[config.mk]
export PLATFORM = sky130hd
export DESIGN_NAME = fetch
export DESIGN_NICKNAME = d
export VERILOG_FILES = /design/src/rtl/fetch.sv
export SDC_FILE = /design/constraint.sdc
export NUM_CORES = 1
export LEC_CHECK = 0
export CAP_MARGIN = 30
export CORE_ASPECT_RATIO = 1.4
export CORE_MARGIN = 8
export CORE_UTILIZATION = 48
export CTS_BUF_LIST = sky130_fd_sc_hd__clkbuf_2
export CTS_CLUSTER_DIAMETER = 100
export DETAILED_ROUTE_END_ITERATION = 10
export PLACE_DENSITY = 0.78
export SETUP_SLACK_MARGIN = 0.2
export SKIP_LAST_GASP = 1
export SYNTH_ARGS = -nofsm -noshare
export SYNTH_HDL_FRONTEND = slang
export SYNTH_SLANG_ARGS = --single-unit
[constraint.sdc]
create_clock -name clk -period 6 [get_ports clk]
set_input_delay 0.6 -clock clk [delete_from_list [all_inputs] [get_ports clk]]
set_output_delay 0.6 -clock clk [all_outputs]
set_load 0.05 [all_outputs]
[src/rtl/fetch.sv]
// Instruction fetch stage: owns the PC, issues one outstanding word read at a time,
// and presents {pc, instr} to decode through an output register backed by a one-entry hold buffer.
module fetch #(
    parameter logic [31:0] RESET_PC  = 32'hBFC0_0000,
    parameter logic [31:0] NOP_INSTR = 32'h0000_0000
) (
    input  logic        clk,
    input  logic        rst,
    input  logic        i_exec_stall,
    input  logic        i_mem_stall,
    input  logic        i_jump_valid,
    input  logic [31:0] i_jump_addr,
    input  logic        i_drop,
    output logic [31:0] o_ibus_addr,
    output logic        o_ibus_rd,
    input  logic [31:0] i_ibus_data,
    input  logic        i_ibus_rdy,
    output logic [31:0] o_pc,
    output logic [31:0] o_instr,
    output logic        o_fetch_stall
);

    typedef enum logic [1:0] {
        S_FETCH,
        S_HOLD,
        S_DISCARD
    } state_t;

    state_t      r_state;
    logic [31:0] r_fetch_pc;
    logic [31:0] r_req_addr;
    logic        r_out_valid;
    logic [31:0] r_instr;
    logic [31:0] r_pc;
    logic [31:0] r_hold_data;
    logic [31:0] r_hold_pc;

    state_t      w_state_nxt;
    logic [31:0] w_fetch_pc_nxt;
    logic        w_out_valid_nxt;
    logic [31:0] w_instr_nxt;
    logic [31:0] w_pc_nxt;
    logic [31:0] w_hold_data_nxt;
    logic [31:0] w_hold_pc_nxt;
    logic        w_consume;
    logic        w_out_free;
    logic [31:0] w_ibus_addr;
    logic [31:0] w_jump_pc;

    assign w_consume  = r_out_valid & ~i_exec_stall & ~i_mem_stall;
    assign w_out_free = ~r_out_valid | w_consume | i_drop;
    assign w_jump_pc  = i_jump_addr & ~32'h0000_0003;

    // In DISCARD the bus must keep seeing the stale address even though the PC has moved on.
    assign w_ibus_addr   = (r_state == S_DISCARD) ? r_req_addr : r_fetch_pc;
    assign o_ibus_addr   = w_ibus_addr;
    assign o_ibus_rd     = ~rst & (r_state != S_HOLD);
    assign o_pc          = r_pc;
    assign o_instr       = r_instr;
    assign o_fetch_stall = ~r_out_valid;

    always_comb begin
        // NOTE: every combinational output is defaulted first so no path can infer a latch.
        w_state_nxt     = r_state;
        w_fetch_pc_nxt  = r_fetch_pc;
        w_out_valid_nxt = r_out_valid;
        w_instr_nxt     = r_instr;
        w_pc_nxt        = r_pc;
        w_hold_data_nxt = r_hold_data;
        w_hold_pc_nxt   = r_hold_pc;

        if (w_consume || i_drop) begin
            w_out_valid_nxt = 1'b0;
            w_instr_nxt     = NOP_INSTR;
        end

        unique case (r_state)
            S_FETCH: begin
                if (i_ibus_rdy) begin
                    w_fetch_pc_nxt = r_fetch_pc + 32'd4;
                    if (w_out_free) begin
                        w_out_valid_nxt = 1'b1;
                        w_instr_nxt     = i_ibus_data;
                        w_pc_nxt        = r_fetch_pc;
                    end else begin
                        w_hold_data_nxt = i_ibus_data;
                        w_hold_pc_nxt   = r_fetch_pc;
                        w_state_nxt     = S_HOLD;
                    end
                end
            end
            S_HOLD: begin
                if (i_drop) begin
                    w_state_nxt = S_FETCH;
                end else if (w_consume) begin
                    w_out_valid_nxt = 1'b1;
                    w_instr_nxt     = r_hold_data;
                    w_pc_nxt        = r_hold_pc;
                    w_state_nxt     = S_FETCH;
                end
            end
            S_DISCARD: begin
                if (i_ibus_rdy) begin
                    w_state_nxt = S_FETCH;
                end
            end
            default: w_state_nxt = S_FETCH;
        endcase

        // A redirect overrides any load, consume or drop decided above.
        if (i_jump_valid) begin
            w_fetch_pc_nxt  = w_jump_pc;
            w_out_valid_nxt = 1'b0;
            w_instr_nxt     = NOP_INSTR;
            w_pc_nxt        = r_pc;
            if ((r_state != S_HOLD) && !i_ibus_rdy) begin
                w_state_nxt = S_DISCARD;
            end else begin
                w_state_nxt = S_FETCH;
            end
        end
    end

    always_ff @(posedge clk) begin
        // NOTE: sequential state uses non-blocking assignments so all registers update together.
        if (rst) begin
            r_state     <= S_FETCH;
            r_fetch_pc  <= RESET_PC;
            r_out_valid <= 1'b0;
            r_instr     <= NOP_INSTR;
            r_pc        <= 32'h0000_0000;
        end else begin
            r_state     <= w_state_nxt;
            r_fetch_pc  <= w_fetch_pc_nxt;
            r_out_valid <= w_out_valid_nxt;
            r_instr     <= w_instr_nxt;
            r_pc        <= w_pc_nxt;
        end
    end

    // NOTE: hold buffer and request-address copy are data-only, qualified by r_state, so they skip reset.
    always_ff @(posedge clk) begin
        r_hold_data <= w_hold_data_nxt;
        r_hold_pc   <= w_hold_pc_nxt;
        r_req_addr  <= w_ibus_addr;
    end

endmodule

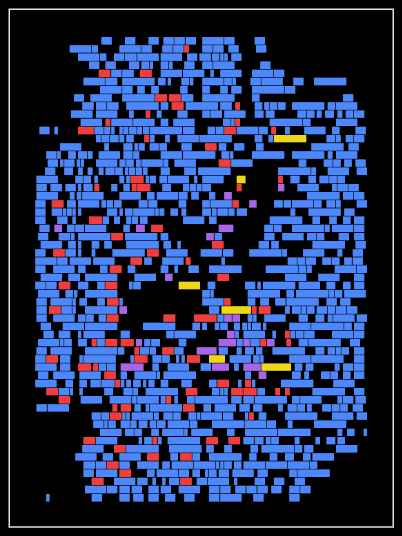
Run 1: sizing map
Drawn at 3 px/um.
blue -> _0 and _1 cells  # cells 784, share 88%, most used clkdlybuf4s50_1
red -> _2 cells  # cells 85, share 9.5%, most used mux2_2
purple -> _3 and _4 cells  # cells 21, share 2.3%, most used buf_4
yellow -> _6 and larger  # cells 6, share 0.67%, most used buf_16

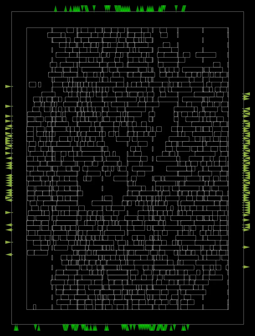
Run 1: cell outlines without signal wires
number of inserted filler cells in the final layout: 1,456
TAP cells: 236
sequential cell area share: 42.58%
Core Region: 0.01719 mm2

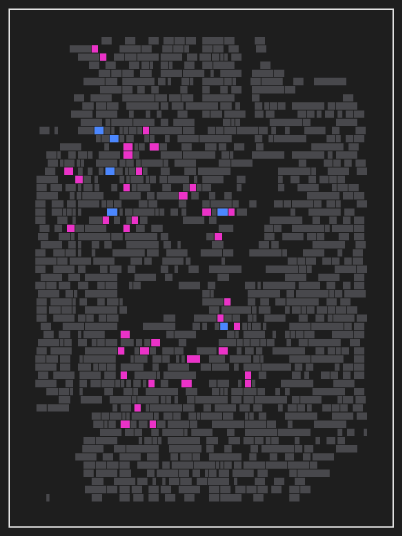
Run 1: selected gate families
Drawn at 3 px/um.
magenta -> and/or cells  # cells 36
blue -> non-inverting ao/oa cells  # cells 6

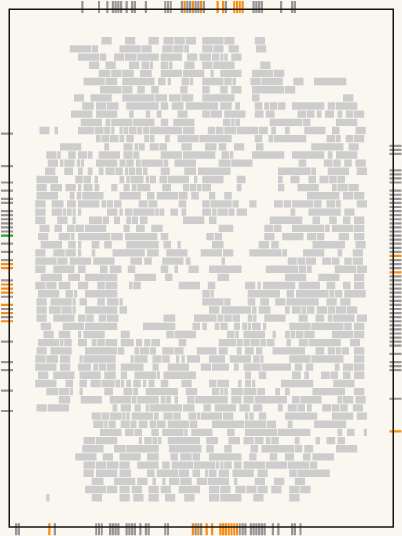
Run 1: pin map
Drawn at 3 px/um. Pins as bars across the die edge, other pins in gray.
green -> i_jump_valid  # pins 1, direction input, edge left
orange -> o_pc  # pins 32, direction output, edge 12 bottom, 9 top, 8 left, 3 right
all pins by edge = 52 right, 47 bottom, 37 top, 33 left

==> results.txt, run 1 <==
fresh numbers from the pnr run: number of warning messages in the logs 28, post-synthesis adder-cell area fraction 0.1498%, worst slew margin relative to its limit ~33%, via density per instance 6.013, master cell of the clock root buffer clkbuf_2, worst min-delay path endpoint r_fetch_pc[14], endpoint of the lowest-slack register-to-register path r_hold_pc[29], fraction of synthesis flops using an asynchronous set or reset pin 0%, group drawing the most power sequential cells, combinational power 0.000467 W, dpl cells 1,100, distinct lib cells 68, via count 6,813, maximum number of pins on one net before global-route repair between 60 and 70, sequential cell area fraction in the yosys report between 50% and 60%, violation count after the first detailed-routing iteration 743, multi-input logic area 0.003478 mm2, xor/xnor share 1.049%, largest voltage drop on the vdd net 0.1397 mV, instance count of the mapped netlist around 760, H-tree depth 4, routability cong. 0.8258, Core Util at FP 48.60%, type of origin of the critical path flop, Data arrival, critical path 3.51 ns, post-synth tally of flip-flops with integrated enable 62, Place WS between 2 and 3 ns, Setup WS post-layout 1.889 ns, power of the sequential group between 0.001 and 0.0015 W, non-filler cells in the finished layout 1,133, number of nets at the end of the flow 955, proportion of netlist area held by the largest area contributor 30.44%, Global Route met3 Usage 4.012%, PostCTS Resize Cnt 0, number of buffers created by CTS 17, All-Layer GR Usage 20.63%, clock distribution power 0.000579 W, crit path time final 4.111 ns, unrepaired setup endpoints after global routing no, depth of the worst register-to-register path 4, die x size 127.5 um, wire length of the first global-routing pass between 30,000 and 40,000 um, beginning of the worst register-to-register path r_state[1], combinational group share of total power roughly a fifth, GRT Max-Usage Layer met2, final non-filler cell area just over 0.01 mm2, post-route worst hold slack 0.3757 ns, hold path depth 3, portion of total power attributed to sequential cells 57.8%, clock tree from TritonCTS yes, net switching fraction of the power between 30% and 40%, max-cap violation count 0, buffer count from post-CTS setup fixing 0, Worst setup EP type output port, power consumption 0.002478 W, AND/OR/NAND/NOR Cells, Area Fraction 11.82%, DRC violations left 0, Slowest-stage cell, CP dfxtp_2, clk slew on worst S/H paths about 0.24 ns, Final Core Density 60.20%, Critical path destination o_ibus_addr[29], main kind of combinational logic by area AND-OR/OR-AND gates, share of final-layout standard cells stronger than drive strength 1 12.50%, result of the run completed, post-detailed-routing wire length 22,940 um, GRT met1 Usage roughly a quarter, first-pass iteration count of the detailed router 5, internal power of the cells about 0.0017 W, # Cells Yosys 760, switching power 0.0007645 W, worst hold path type in2reg, start point of the critical path r_state[1], Max clock buf depth 2, number of buffers inserted by port buffering roughly 160, met2 track utilization from global routing 35.94%, footprint of the flip-flops and latches 0.004405 mm2, number of flip-flops and latches in the synthesized netlist 189, clock group share of total power 23.4%, library cell with the largest summed area after synthesis dfxtp_1, Yosys Chip Area 0.008353 mm2, class of the most critical setup path reg2out, crit path DRT approximately 5.4 ns, Num Clock Sinks 189, Cell Area, Placed 0.01015 mm2, final count of pins violating max slew 0, initial antenna violation count 1, number of top-level design ports 169, reg-to-reg setup timing slack 3.24 ns, hold_sp i_jump_addr[14], vias in the first global route 6,566, number of logic stages on the critical path including buffering 4, most frequently used flop master after synthesis dfxtp_1, portion of the clock cycle consumed by the worst path in the final layout 68.51%, number of buffer and inverter stages on the critical path 2, Core Rows 57, cell area power density 239.5 mW/mm2, Fmax achieved 0.2433 GHz, average footprint of a synthesized cell 10.99 um2, leakage 3.466 nW, critical path, cell by cell and2b_1 > buf_4 > mux2_1 > clkdlybuf4s50_1, Yosys warnings 0, mux cell area share after synthesis around 8.3%, clock insertion delay at the later pin of the skew report 0.75 ns, Tightest Pin Transition between 1 and 1.5 ns, antenna viol nets, final 0, compound-cell area share of the yosys netlist approximately 20%, vertical extent of the die 172.1 um, total congestion overflow 0, accumulated negative setup slack 0 ns, leading post-synthesis cells by cell area dfxtp_1, edfxtp_1, a211oi_1, area of the mapped netlist between 0.008 and 0.009 mm2, number of hold violations in the final report 0, largest driver fanout on the critical path 41, count of endpoints failing setup in the final report 0, area enclosed by the die boundary 0.02194 mm2, hold buffers post-CTS 0, dpl hpwl around 15,000 um, WL/cell between 20 and 25 um, longest individual stage delay on the worst path 0.98 ns, worst clock skew 0.02620 ns, dominant delay contributor by cell family on the critical path buffers and inverters, layout overhead on the synthesized area 23.86%
-- run 1: layout by cell type (no fill, tap or decap), types with 3 or more instances in the layout --
master           count
a2111oi_0            3
a211oi_1            75
a21oi_1              7
a221oi_1            30
a22oi_1             31
a311oi_1             5
and3_1               9
and4_1              10
buf_4               11
clkbuf_2            20
clkdlybuf4s50_1    163
clkinv_2             4
dfxtp_1            126
edfxtp_1            62
inv_1               43
inv_4                3
mux2_1              16
mux2_2              45
nand2_1             13
nand3_1             35
nand3b_1             3
nand4_1              9
nor2_1              23
nor2b_1              3
nor3_1              17
nor3b_1              7
nor4_1               3
nor4_2               3
o2111ai_1            3
o21ai_0              9
o31a_1               3
o31ai_1             32
or3_1                5
xnor2_1              5
xor2_1               5
-- run 1: metal layers --
| metal | up-vias | part of all wire [%] |
|---|---|---|
| met1 | 3344 | 41 |
| met3 | 38 | 6.1 |
| met4 | 0 | 2.2 |
| li1 | 3169 | - |
| met2 | 262 | 51 |
| met5 | - | 0 |
-- run 1: cell usage after synthesis (7+ instances only) --
master / instances
a221oi_1: 30
a22oi_1: 31
clkbuf_1: 52
and4_1: 10
edfxtp_1: 62
nand4_1: 9
nand3_1: 35
mux2_1: 16
and3_1: 9
inv_1: 43
nand2_1: 13
dfxtp_1: 127
o21ai_0: 9
nor2_1: 25
nor3b_1: 7
o31ai_1: 32
a211oi_1: 75
nor3_1: 18
buf_2: 10
mux2_2: 45
a21oi_1: 7
-- run 1: worst min-delay path, delay by kind of cell --
family                 cells  cell delay, ns
buffers and inverters      2            0.45
AND-OR/OR-AND              1            0.06
-- run 1: final cells by class --
class,instances,area share [%]
antenna,1,0.02419
clock buffer,20,0.9675
clock inverter,12,0.9070
inverter,43,1.560
multi-input combinational,453,33.62
sequential,189,42.58
tap,236,2.854
timing repair buffer,179,17.49
Run 1, wires at chosen ports, followed through buffers:
Drawn at 1.5 px/um.
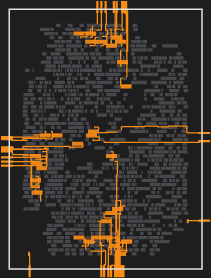

--- run 2 (diff from run 1) ---
- clock period: 6 -> 3.7 ns (I/O delays scaled with it)
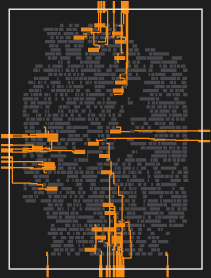
Run 2: wires at chosen ports, followed through buffers
Drawn at 1.5 px/um.
orange -> o_pc  # bits 32, direction output, end cells 32, buffers 30, wire 1,250 um

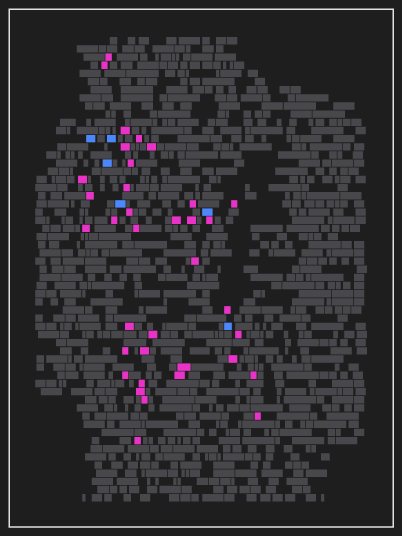
Run 2: selected gate families
Drawn at 3 px/um.
magenta -> and/or cells  # cells 36
blue -> non-inverting ao/oa cells  # cells 6

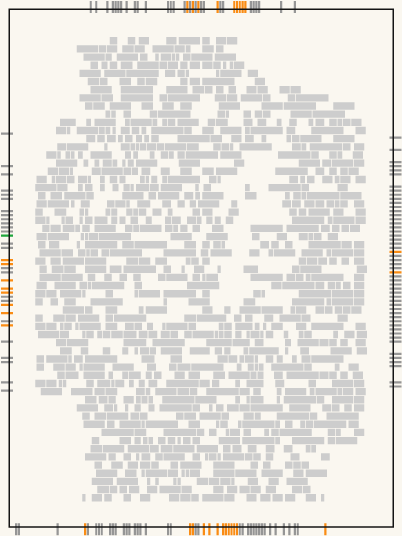
Run 2: pin map
Drawn at 3 px/um. Pins as bars across the die edge, other pins in gray.
green -> i_jump_valid  # pins 1, direction input, edge left
orange -> o_pc  # pins 32, direction output, edge 13 bottom, 9 top, 8 left, 2 right

==> results.txt, run 2 <==
fresh numbers from the pnr run: result of the run completed, antenna viol nets, final 0, distinct lib cells 68, net switching fraction of the power 31.03%, library cell with the largest summed area after synthesis dfxtp_1, xor/xnor share 1.049%, number of warning messages in the logs 28, hold_sp i_jump_addr[14], switching power 0.001282 W, number of top-level design ports 169, Worst setup EP type output port, largest voltage drop on the vdd net around 0.2 mV, leakage 3.544 nW, dpl hpwl 15,570 um, H-tree depth 4, worst clock skew around 0.034 ns, Num Clock Sinks 189, met1 wire length 9205 um, footprint of the flip-flops and latches 0.004408 mm2, area enclosed by the die boundary 0.02194 mm2, proportion of netlist area held by the largest area contributor 30.44%, number of nets at the end of the flow 960, Core Util at FP 48.60%, portion of the clock cycle consumed by the worst path in the final layout 86.92%, clock distribution power 0.00106 W, routability cong. just over 0.8, post-synthesis adder-cell area fraction less than 1%, multi-input logic area 0.003478 mm2, GRT met1 Usage 24.36%, accumulated negative setup slack 0 ns, Data arrival, critical path 2.85 ns, hold buffers post-CTS 0, via count 6,758, Global Route met3 Usage 4.722%, clk slew on worst S/H paths ~0.27 ns, number of buffers inserted by port buffering 164, AND/OR/NAND/NOR Cells, Area Fraction 11.82%, most common cell in the netlist dfxtp_1, Cell Area, Placed 0.01010 mm2, count of endpoints failing setup in the final report 0, Tightest Pin Transition roughly 1 ns, beginning of the worst register-to-register path r_state[0], area of the mapped netlist between 0.008 and 0.009 mm2, unrepaired setup endpoints after global routing no, initial antenna violation count 1, non-filler cells in the finished layout 1,138, buffer count from post-CTS setup fixing 0, fraction of synthesis flops using an asynchronous set or reset pin 0%, post-detailed-routing wire length 22,820 um, clock tree from TritonCTS yes, leading post-synthesis cells by cell area dfxtp_1, edfxtp_1, a211oi_1, type of origin of the critical path flop, portion of total power attributed to sequential cells 56.2%, combinational power 0.000752 W, reg-to-reg setup timing slack around 1.1 ns, most frequent logic cell in the layout clkdlybuf4s50_1, DRC violations left 0, dpl cells 1,105, main kind of combinational logic by area AND-OR/OR-AND gates, most frequently used flop master after synthesis dfxtp_1, vias in the first global route approximately 6,800, total met3 wirelength after detailed routing 1434 um, class of the most critical setup path reg2out, Top cells excl fill/tap clkdlybuf4s50_1, dfxtp_1, a211oi_1, final non-filler cell area about 0.010 mm2, Core Region 0.01719 mm2, largest driver fanout on the critical path 17, vertical extent of the die 172.1 um, most common library cells after synthesis dfxtp_1, a211oi_1, edfxtp_1, number of flip-flops and latches in the synthesized netlist 189, start point of the critical path r_state[0], sequential cell area fraction in the yosys report 52.73%, number of buffers created by CTS 17, group drawing the most power sequential cells, crit path DRT roughly 3.3 ns, mux cell area share after synthesis ~8.3%, internal power of the cells approximately 0.0029 W, crit path time final 3.216 ns, cell area power density 399.4 mW/mm2, WL/cell ~20 um, GRT Max-Usage Layer met2, power of the sequential group ~0.0023 W, All-Layer GR Usage between 20 and 25%, Yosys Chip Area 0.008353 mm2, number of hold violations in the final report 0, max-cap violation count 0, total congestion overflow 0, violation count after the first detailed-routing iteration roughly 710, post-synth tally of flip-flops with integrated enable 62
run 2: netlist changes by cell type in the layout (fill, tap and decap cells not counted), sizes merged:
cell           before  now
buf                16   53
clkdlybuf4s50     163  131
inv                47   51
clkbuf             20   17
clkinv              7    4
bufinv              1    2
clkinvlp            0    1
run 2: final timing paths:
kind                    endpoint  depth (start not counted)
hold reg to reg         o_pc[27]                          2
hold / removal    r_fetch_pc[14]                          3
setup reg to reg     o_instr[30]                          5
setup / recovery       o_ibus_rd                          3
run 2: logic make-up (layout without fill, tap and decap cells):
family | after synthesis | in the layout
mux | 62 | 62
fa+ha+maj | 1 | 1
simple gates | 164 | 164
flops | 189 | 189
other cells | 1 | 3
buf+inv | 119 | 259
xor+xnor | 10 | 10
compound gates | 214 | 214
run 2: what timing repair did:
| item | in CTS | in global routing |
|---|---|---|
| setup endpoints to repair | 0 | 1 |
| resized | 0 | 1 |
| endpoints found under the hold margin | 0 | 0 |
run 2: final cells by class:
class / count / share of cell area [%]
timing repair buffer: 184 / 17.00
clock buffer: 17 / 0.8223
antenna: 1 / 0.02419
sequential: 189 / 42.60
inverter: 43 / 1.560
multi-input combinational: 453 / 33.62
clock inverter: 15 / 1.512
tap: 236 / 2.854
run 2: critical path: stages, from the launching register on:
cell and delay (ns):
dfxtp_1 0.69, nor2b_4 0.58, nor2_1 0.09, clkdlybuf4s50_1 0.73
run 2: metrics by stage:
step                      setup WS (ns)  hold WS [ns]  total power, W  utilization [%]
after floorplan                  0.7958        0.4029        0.002827                -
after global placement            1.033        0.4421        0.003099            58.44
after detailed placement         0.9819        0.4449        0.003115            58.76
after CTS                        0.2458       0.03077        0.004165            60.17
after global routing             0.2443       0.03910        0.004288            60.20
final                            0.4840        0.1228        0.004132            60.20
Power is estimated from default activity; no workload was simulated.
